`config.mk`:
```
export PLATFORM = sky130hd
export DESIGN_NAME = gpio_sync
export DESIGN_NICKNAME = d
export VERILOG_FILES = /design/src/rtl/gpio_sync.sv
export SDC_FILE = /design/constraint.sdc
export NUM_CORES = 1
export LEC_CHECK = 0
export ABC_CLOCK_PERIOD_IN_PS = 1000
export CAP_MARGIN = 20
export CORE_MARGIN = 2
export CORE_UTILIZATION = 41
export CTS_CLUSTER_SIZE = 12
export DETAILED_ROUTE_END_ITERATION = 10
export GPL_TIMING_DRIVEN = 0
export PLACE_DENSITY = 0.75
export SYNTH_ARGS = -nofsm -noshare
export SYNTH_HDL_FRONTEND = slang
export SYNTH_SLANG_ARGS = --single-unit
export TNS_END_PERCENT = 50
```
`constraint.sdc`:
```
create_clock -name clk -period 1 [get_ports clk]
set_clock_uncertainty 0.2 [all_clocks]
set_input_delay 0.2 -clock clk [delete_from_list [all_inputs] [get_ports clk]]
set_output_delay 0.2 -clock clk [all_outputs]
set_load 0.01 [all_outputs]
```
`src/rtl/gpio_sync.sv`:
```
// Multi-flop synchronizer for the socket pins; every bit sees
// the same depth so each output word is one coherent snapshot.
module gpio_sync #(
  parameter int STAGES = 2,
  parameter int W      = 14
) (
  input  logic         clk,
  input  logic         rst_n,
  input  logic [W-1:0] i_d,
  output logic [W-1:0] o_q
);

  logic [STAGES-1:0][W-1:0] r_chain;

  always_ff @(posedge clk or negedge rst_n) begin
    if (!rst_n) begin
      r_chain <= '0;
    end else begin
      r_chain[0] <= i_d;
      for (int i = 1; i < STAGES; i++) begin
        r_chain[i] <= r_chain[i-1];
      end
    end
  end

  assign o_q = r_chain[STAGES-1];

endmodule

```
==> images/final_placement.png <==
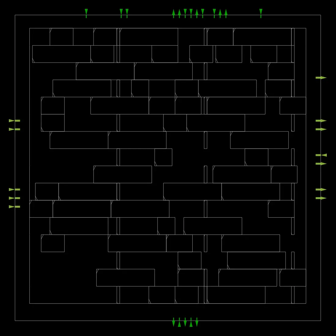
row count: 16
final core occ: 56.1%

==> Changelog: implementation <==
### Physical design

* Status: finished, violations left
* Failing checks: hold timing, setup timing
* Longest Clk Path Bufs at 2
* Min Hold Slack at -0.208 ns
* Cells after synthesis at 42
* Maximum vdd drop at 0.964 mV
* Post-route DRC at 0
* First-pass GRT wire length at around 1600 um
* TritonCTS clock tree: built
* R2r startpoint: r_chain[8]$_DFF_PN0_
* Net Sw Power at 345 uW
* Reg clk slew, reported paths at 0.13 ns
* GR Overflow Total at 0
* Syn-to-layout area delta at 32.3%
* Number of cells in Yosys stat at 42
* Final setup vio count at 14
* Tot GR Track Use at 9.69%
* WL per Instance at 11.2 um
* Top Ports at 30
* Final setup margin at -0.225 ns
* Final hold vios at 28
* Pint at 1.43 mW
* Final period utilization at 123%
* Post-Layout Inst Area at 0.00107 mm2
* Bufs and invs on worst path at 1
* Die width at 48.3 um
==> images/density.png <==
(8 px per um) The die is cut into 10 by 10 equal tiles; dark blue is low, red is high, 0 to 100% covered.
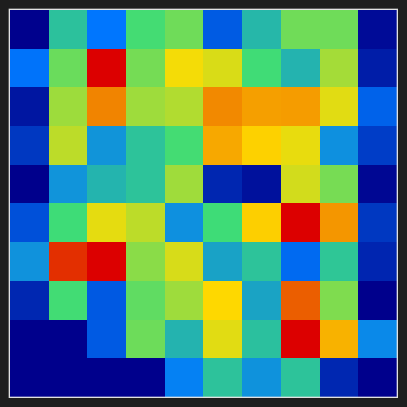
nearly empty tiles: 11%
emptiest ninth of the die: south-west
fullest tile: 100%
core area: 0.00190 mm2
fp util: 42.4%

-- logic make-up after synthesis --
| group | count (synthesis) | share of synthesized area (%) |
|---|---|---|
| flops | 28 | 87.0 |
| buf+inv | 14 | 13.0 |
-- flip-flops by register name, indices dropped and copies added, names as in the netlist --
register / count
o_q: 14
r_chain: 14
-- final cells by class --
cell class            count  area [um2]  share of cell area (%)
Sequential cell          28         701                    65.7
Tap cell                 27        33.8                    3.17
Clock buffer              3        22.5                    2.11
Timing Repair Buffer     29         309                    29.0
-- cell usage in the layout, fill, tap and decap left out --
cell and instances:
buf_6 14, clkbuf_4 3, dfrtp_1 28, clkdlybuf4s15_2 1, clkdlybuf4s50_1 14
-- repair_timing --
item                                    CTS  global route
resized                                  73             0
endpoints found under the hold margin    28            28
endpoints found under the setup margin   42            14
-- worst max path at each step --
| stage | from | to | slack [ns] | cells after the start |
|---|---|---|---|---|
| finish | o_q[8]$_DFF_PN0_ | o_q[8] | -0.23 | 1 |
| detailed placement | rst_n | o_q[0]$_DFF_PN0_ | -0.83 | 1 |
| global route | o_q[8]$_DFF_PN0_ | o_q[8] | -0.29 | 1 |
| CTS | o_q[8]$_DFF_PN0_ | o_q[8] | -0.25 | 1 |
| floorplan | o_q[0]$_DFF_PN0_ | o_q[0] | 0.13 | 1 |
| global placement | rst_n | r_chain[0]$_DFF_PN0_ | -0.75 | 1 |
-- per-layer routing --
| layer | up-vias | GRT usage, % | part of all wire (%) | routed length (um) |
|---|---|---|---|---|
| met5 | - | 0 | 0 | 0 |
| met4 | 0 | 8.57 | 2.0 | 19 |
| met3 | 2 | 2.16 | 4.9 | 48 |
| met2 | 14 | 16.2 | 60 | 585 |
| met1 | 179 | 10.3 | 33 | 317 |
| li1 | 150 | - | - | - |
-- through the flow --
step | hold slack, ns | TNS [ns]
2_1_floorplan | -0.296 | 0
5_1_grt | -0.171 | -3.83
6_report | -0.208 | -3.07
3_3_place_gp | 0.131 | -25.38
3_5_place_dp | 0.135 | -27.81
4_1_cts | -0.197 | -3.37
-- synthesized netlist by cell type --
library cell	number	area (um2)
dfrtp_1	28	701
buf_4	14	105
-- power groups by stage --
stage	Sequential [mW]	Clock, mW	Combinational (mW)
3_3_place_gp	1.22	0	0.189
5_1_grt	1.22	0.498	0.164
6_report	1.21	0.413	0.152
4_1_cts	1.21	0.443	0.156
3_5_place_dp	1.23	0	0.193
2_1_floorplan	1.22	0	0.0570
No activity file was given, so power comes from the tool's default toggle rates.
